$ cat src/rtl/phase_sequencer_pkg.sv
// Shared state codes and helpers for the iteration sequencer and its phase modules.
package phase_sequencer_pkg;

  typedef enum logic [2:0] {
    S_IDLE       = 3'd0,
    S_GET_PARAM  = 3'd1,
    S_GET_DATA   = 3'd2,
    S_EX         = 3'd3,
    S_WRITE_BACK = 3'd4,
    S_DONE       = 3'd5,
    S_ERR        = 3'd6
  } state_e;

  localparam int NUM_PHASES = 3;

  // A fixed-latency phase always dwells at least one cycle.
  function automatic int eff_lat(input int lat);
    return (lat < 1) ? 1 : lat;
  endfunction

endpackage

$ cat src/rtl/phase_sequencer_timer.sv
// Loadable down-counter with a terminal (zero) flag; saturates at zero.
module phase_timer #(
  parameter int W = 4
) (
  input  logic         clk,
  input  logic         rst_n,
  input  logic         load_i,
  input  logic [W-1:0] load_val_i,
  input  logic         en_i,
  output logic         zero_o
);

  logic [W-1:0] cnt_q;

  // Load has priority; otherwise count down while enabled and stop at zero.
  always_ff @(posedge clk or negedge rst_n) begin
    if (!rst_n)                        cnt_q <= '0;
    else if (load_i)                   cnt_q <= load_val_i;
    else if (en_i && (cnt_q != '0))    cnt_q <= cnt_q - W'(1);
  end

  assign zero_o = (cnt_q == '0);

endmodule

$ cat src/rtl/phase_sequencer.sv
// Iteration sequencer: GET_PARAM -> GET_DATA -> EX -> WRITE_BACK per iteration,
// with per-phase fixed/handshake dwell, iteration limit, abort, timeout and restart.
module phase_sequencer
  import phase_sequencer_pkg::*;
#(
  parameter int         ITER_W   = 16,
  parameter int         LAT_W    = 4,
  parameter int         DATA_LAT = 1,
  parameter int         EX_LAT   = 1,
  parameter int         WB_LAT   = 1,
  parameter logic [2:0] HS_MODE  = 3'b000,
  parameter int         TO_W     = 8,
  parameter int         TIMEOUT  = 0
) (
  input  logic              clk,
  input  logic              rst_n,
  input  logic              is_start,
  input  logic              abort,
  input  logic [ITER_W-1:0] iter_limit,
  input  logic              is_find,
  input  logic              is_finish,
  input  logic [2:0]        phase_done,
  output logic [2:0]        state,
  output logic [2:0]        phase_start,
  output logic [ITER_W-1:0] iter_cnt,
  output logic              busy,
  output logic              done,
  output logic              timeout_err
);

  // Timer reload values: a phase dwells (load value + 1) cycles.
  localparam logic [LAT_W-1:0] DATA_LD = LAT_W'(eff_lat(DATA_LAT) - 1);
  localparam logic [LAT_W-1:0] EX_LD   = LAT_W'(eff_lat(EX_LAT) - 1);
  localparam logic [LAT_W-1:0] WB_LD   = LAT_W'(eff_lat(WB_LAT) - 1);
  localparam logic [TO_W-1:0]  TO_LD   = (TIMEOUT == 0) ? '0 : TO_W'(TIMEOUT - 1);

  state_e              state_q, state_d;
  logic [ITER_W-1:0]   iter_cnt_q, limit_q, iter_inc;
  logic [2:0]          phase_start_q, phase_start_d;
  logic                state_chg, run_busy;
  logic                ph_hs, ph_done, ph_exit, waiting, exit_cond, to_hit;
  logic                start_run, wb_adv;
  logic                lat_zero, to_zero;
  logic [LAT_W-1:0]    lat_ld;

  assign iter_inc  = iter_cnt_q + ITER_W'(1);
  assign state_chg = (state_d != state_q);
  assign run_busy  = (state_q == S_GET_PARAM) || (state_q == S_GET_DATA) ||
                     (state_q == S_EX) || (state_q == S_WRITE_BACK);

  // Fixed-latency dwell counter, reloaded on every state change.
  phase_timer #(.W(LAT_W)) u_lat_timer (
    .clk        (clk),
    .rst_n      (rst_n),
    .load_i     (state_chg),
    .load_val_i (lat_ld),
    .en_i       (1'b1),
    .zero_o     (lat_zero)
  );

  // Wait/timeout counter, runs only while waiting on an external condition.
  phase_timer #(.W(TO_W)) u_to_timer (
    .clk        (clk),
    .rst_n      (rst_n),
    .load_i     (state_chg),
    .load_val_i (TO_LD),
    .en_i       (waiting),
    .zero_o     (to_zero)
  );

  // Reload value for the dwell counter, chosen by the phase being entered.
  always_comb begin
    lat_ld = '0;
    case (state_d)
      S_GET_DATA:   lat_ld = DATA_LD;
      S_EX:         lat_ld = EX_LD;
      S_WRITE_BACK: lat_ld = WB_LD;
      default:      lat_ld = '0;
    endcase
  end

  // Current phase's completion mode and exit/timeout conditions.
  always_comb begin
    ph_hs   = 1'b0;
    ph_done = 1'b0;
    case (state_q)
      S_GET_DATA:   begin ph_hs = HS_MODE[0]; ph_done = phase_done[0]; end
      S_EX:         begin ph_hs = HS_MODE[1]; ph_done = phase_done[1]; end
      S_WRITE_BACK: begin ph_hs = HS_MODE[2]; ph_done = phase_done[2]; end
      default:      begin ph_hs = 1'b0;       ph_done = 1'b0;          end
    endcase
    ph_exit   = ph_hs ? ph_done : lat_zero;
    waiting   = (state_q == S_GET_PARAM) || ph_hs;
    exit_cond = (state_q == S_GET_PARAM) ? is_find : ph_exit;
    to_hit    = (TIMEOUT != 0) && waiting && to_zero && !exit_cond;
  end

  // State register.
  always_ff @(posedge clk or negedge rst_n) begin
    if (!rst_n) state_q <= S_IDLE;
    else        state_q <= state_d;
  end

  // Next state: abort > is_finish > timeout > normal sequencing.
  always_comb begin
    state_d   = state_q;
    start_run = 1'b0;
    wb_adv    = 1'b0;
    if (abort) begin
      state_d = S_IDLE;
    end else if (is_finish && run_busy) begin
      state_d = S_DONE;
    end else if (to_hit) begin
      state_d = S_ERR;
    end else begin
      case (state_q)
        S_IDLE, S_DONE: if (is_start) begin
          state_d   = S_GET_PARAM;
          start_run = 1'b1;
        end
        S_GET_PARAM:  if (is_find) state_d = S_GET_DATA;
        S_GET_DATA:   if (ph_exit) state_d = S_EX;
        S_EX:         if (ph_exit) state_d = S_WRITE_BACK;
        S_WRITE_BACK: if (ph_exit) begin
          wb_adv  = 1'b1;
          state_d = ((limit_q != '0) && (iter_inc == limit_q)) ? S_DONE : S_GET_PARAM;
        end
        S_ERR:        state_d = S_ERR;
        default:      state_d = S_IDLE;
      endcase
    end
  end

  // One-cycle entry pulse for each data phase.
  always_comb begin
    phase_start_d    = '0;
    phase_start_d[0] = state_chg && (state_d == S_GET_DATA);
    phase_start_d[1] = state_chg && (state_d == S_EX);
    phase_start_d[2] = state_chg && (state_d == S_WRITE_BACK);
  end

  // Iteration count, latched limit and registered phase pulses.
  always_ff @(posedge clk or negedge rst_n) begin
    if (!rst_n) begin
      iter_cnt_q    <= '0;
      limit_q       <= '0;
      phase_start_q <= '0;
    end else begin
      if (start_run) begin
        limit_q    <= iter_limit;
        iter_cnt_q <= '0;
      end else if (wb_adv) begin
        iter_cnt_q <= iter_inc;
      end
      phase_start_q <= phase_start_d;
    end
  end

  // Status outputs decoded straight from the state register.
  always_comb begin
    busy        = run_busy;
    done        = (state_q == S_DONE);
    timeout_err = (state_q == S_ERR);
  end

  assign state       = state_q;
  assign phase_start = phase_start_q;
  assign iter_cnt    = iter_cnt_q;

endmodule

$ cat config.mk
export PLATFORM = sky130hd
export DESIGN_NAME = phase_sequencer
export DESIGN_NICKNAME = d
export VERILOG_FILES = /design/src/rtl/phase_sequencer_pkg.sv /design/src/rtl/phase_sequencer_timer.sv /design/src/rtl/phase_sequencer.sv
export SDC_FILE = /design/constraint.sdc
export NUM_CORES = 1
export LEC_CHECK = 0
export CORE_MARGIN = 8
export CORE_UTILIZATION = 30
export CTS_CLUSTER_DIAMETER = 30
export DETAILED_ROUTE_END_ITERATION = 16
export RECOVER_POWER = 25
export REMOVE_ABC_BUFFERS = 1
export SLEW_MARGIN = 20
export SYNTH_ARGS = -nofsm -noshare
export SYNTH_HDL_FRONTEND = slang
export SYNTH_SLANG_ARGS = --single-unit
export TNS_END_PERCENT = 1
$ cat constraint.sdc
create_clock -name clk -period 3.7 [get_ports clk]
set_clock_uncertainty 0.2 [all_clocks]
set_input_delay 0.74 -clock clk [delete_from_list [all_inputs] [get_ports clk]]
set_output_delay 0.74 -clock clk [all_outputs]
set_load 0.01 [all_outputs]
==> images/route_heat.png <==
Scale bar: 20 um. The die is cut into 23 by 23 equal tiles; dark blue is low, red is high, scaled to the fullest tile. Values are wire area over tile area, all layers added.
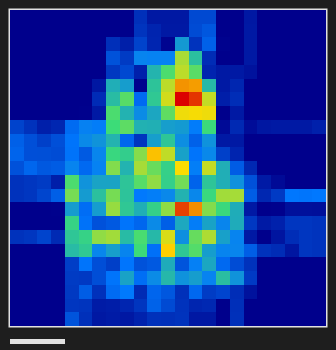
37% of the tiles are nearly empty. The fullest tile reaches 0.53. The mean over all tiles is 0.091. The emptiest ninth of the die: top right. 9.1% of the tiles are over half the peak.

==> images/m3.png <==
Scale bar: 20 um.
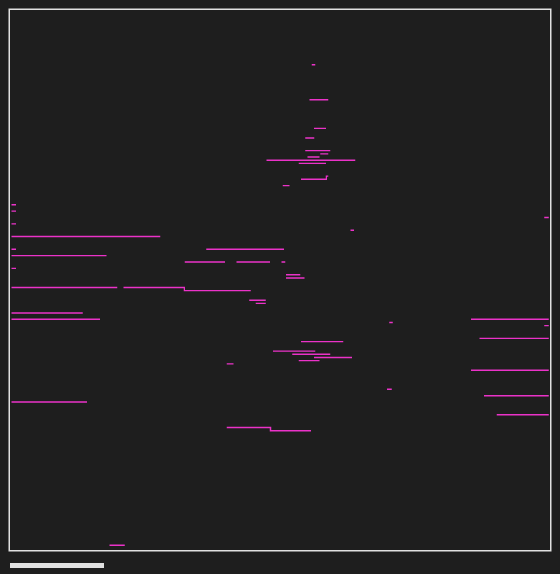
The layer carries 379 um of wire. The wires run mostly horizontal. The layer holds 5.0% of the routed length. The longest straight run is 31.5 um.

==> results_slide.txt <==
Key Metrics from the Run

Yosys
  • Dominant Register Cell: dfrtp_1
  • Synthesis area per yosys: 2960 um2
  • Flops after synth: 42
  • Syn Inst Count: 335
  • Yosys warns: 0
  • Number of enable flip-flop cells: 0

CTS
  • CTS Buf Count: 5
  • # clock sinks: 42
  • CTS tree: yes
  • CTS Buffer Depth: 2
  • CTS resizes: 0
  • Hold Buf Count CTS: 0
  • Clk root buf: clkbuf_8

Setup path
  • Critical Path RT: 3.70 ns
  • Worst-path fanout max: 10
  • Startpoint types: flop
  • Worst EP arrival: 3.21 ns

GRT
  • GR Overflow Total: 0
  • Global-route wire length before repair: 12.3 mm
  • Largest net degree at the start of global routing: 43
  • Initial antenna violation count: 0

Pwr
  • Total power: 1.23 mW
  • Internal Power: 829 uW
  • Power share of the clock group: 26.2%
  • Peak supply drop: 0.146 mV

Route
  • Wirelength per Cell: 15.2 um
  • Final antenna-violating net count: 0
  • DR iter-0 viols: 148
  • Total wire length: 7.65 mm

Outcome
  • Status: complete, no violations

STA
  • Final setup fails: 0
  • Min Tclk post-route: 3.21 ns
  • Final Hold Vio Count: 0
  • Final Max Slew Viols: 0
  • WHS: 0.340 ns
  • Relative slew margins: 6.84%

Job
  • Max_cap viols: 0
  • OpenROAD warning count: 28

Die
  • Ports: 50
  • Floorplan Utilization: 30.6%
  • Chip height: 115 um

Place
  • Hpwl dp: 5.50 mm
  • Pre-CTS setup slack: 0.498 ns
  • Final Wtd Congestion: 0.874
  • Number of I/O port buffers: 46

Final layout
  • Final antenna diode count: 0
## cell families (layout without fill, tap and decap cells)
family	after synthesis	count (layout)	synth area share, %
xor+xnor	24	24	7.09
flops	42	42	35.5
buf+inv	37	72	5.74
compound gates	82	82	18.5
fa+ha+maj	3	3	1.18
simple gates	126	126	24.3
mux	21	21	7.77
## cell usage in the layout (no fill, tap or decap), types with 3 or more instances in the layout
master / instances
nand4_2: 3
clkbuf_8: 6
o21ai_0: 35
o31ai_1: 6
a21oi_1: 10
mux2_2: 16
dfrtp_1: 42
o221ai_1: 3
nor3_1: 9
xor2_1: 9
mux2i_1: 5
clkdlybuf4s50_1: 45
xnor2_1: 15
nand3_1: 17
nand2_1: 28
nand4_1: 6
buf_4: 4
nor4_1: 8
nor2_1: 27
inv_1: 12
a22oi_1: 3
nor3b_1: 3
nand3b_1: 3
## per-layer routing
| metal | GRT usage [%] | up-vias | wire length (um) |
|---|---|---|---|
| met5 | 0 | - | 0 |
| met1 | 14.5 | 1274 | 3430 |
| met3 | 2.47 | 15 | 379 |
| met2 | 18.3 | 71 | 3690 |
| met4 | 5.34 | 0 | 157 |
| li1 | - | 1289 | - |
## worst max-delay path: stages (launching register included)
cell and delay (ns):
dfrtp_1 0.51, ha_1 0.46, nand4_4 0.23, nor4_1 0.47, o2bb2ai_1 0.18, o31ai_1 0.12
nor4_4 0.42, nand4_2 0.14, a2111oi_2 0.37
## flip-flops by register name (all words and copies together), names as in the netlist
signal	flops
phase_start	3
limit_q	16
u_lat_timer.cnt_q	4
iter_cnt	16
state	3
## worst max-delay path by stage
stage | startpoint | endpoint | slack [ns] | cells past startpoint
after floorplan | iter_cnt[0] | phase_start[2] | 0.86 | 8
after global placement | iter_cnt[0] | phase_start[2] | 0.55 | 8
after detailed placement | iter_cnt[0] | phase_start[2] | 0.50 | 8
after CTS | iter_cnt[0] | phase_start[2] | 0.47 | 8
after global routing | iter_cnt[0] | phase_start[2] | 0.24 | 8
final | iter_cnt[0] | phase_start[2] | 0.49 | 8
## metrics by stage
stage | util [%] | instances
6_report | 37.1 | 503
5_1_grt | 37.1 | 503
4_1_cts | 37.1 | 502
3_5_place_dp | 36.1 | 494
3_3_place_gp | 36.1 | 494
2_1_floorplan | - | 311
## power groups by stage
stage | sequential (mW) | combinational (mW) | clock, mW
floorplan | 0.584 | 0.216 | 0
global placement | 0.604 | 0.309 | 0
detailed placement | 0.605 | 0.314 | 0
CTS | 0.596 | 0.316 | 0.334
global route | 0.608 | 0.342 | 0.350
finish | 0.597 | 0.312 | 0.322
## layout make-up
class,instances,area [um2]
tap,133,166
inverter,13,48.8
clock inverter,2,12.5
timing repair buffer,51,488
multi-input combinational,256,1740
sequential,42,1050
fill,974,6090
clock buffer,6,82.6
Power and IR drop assume default switching activity.
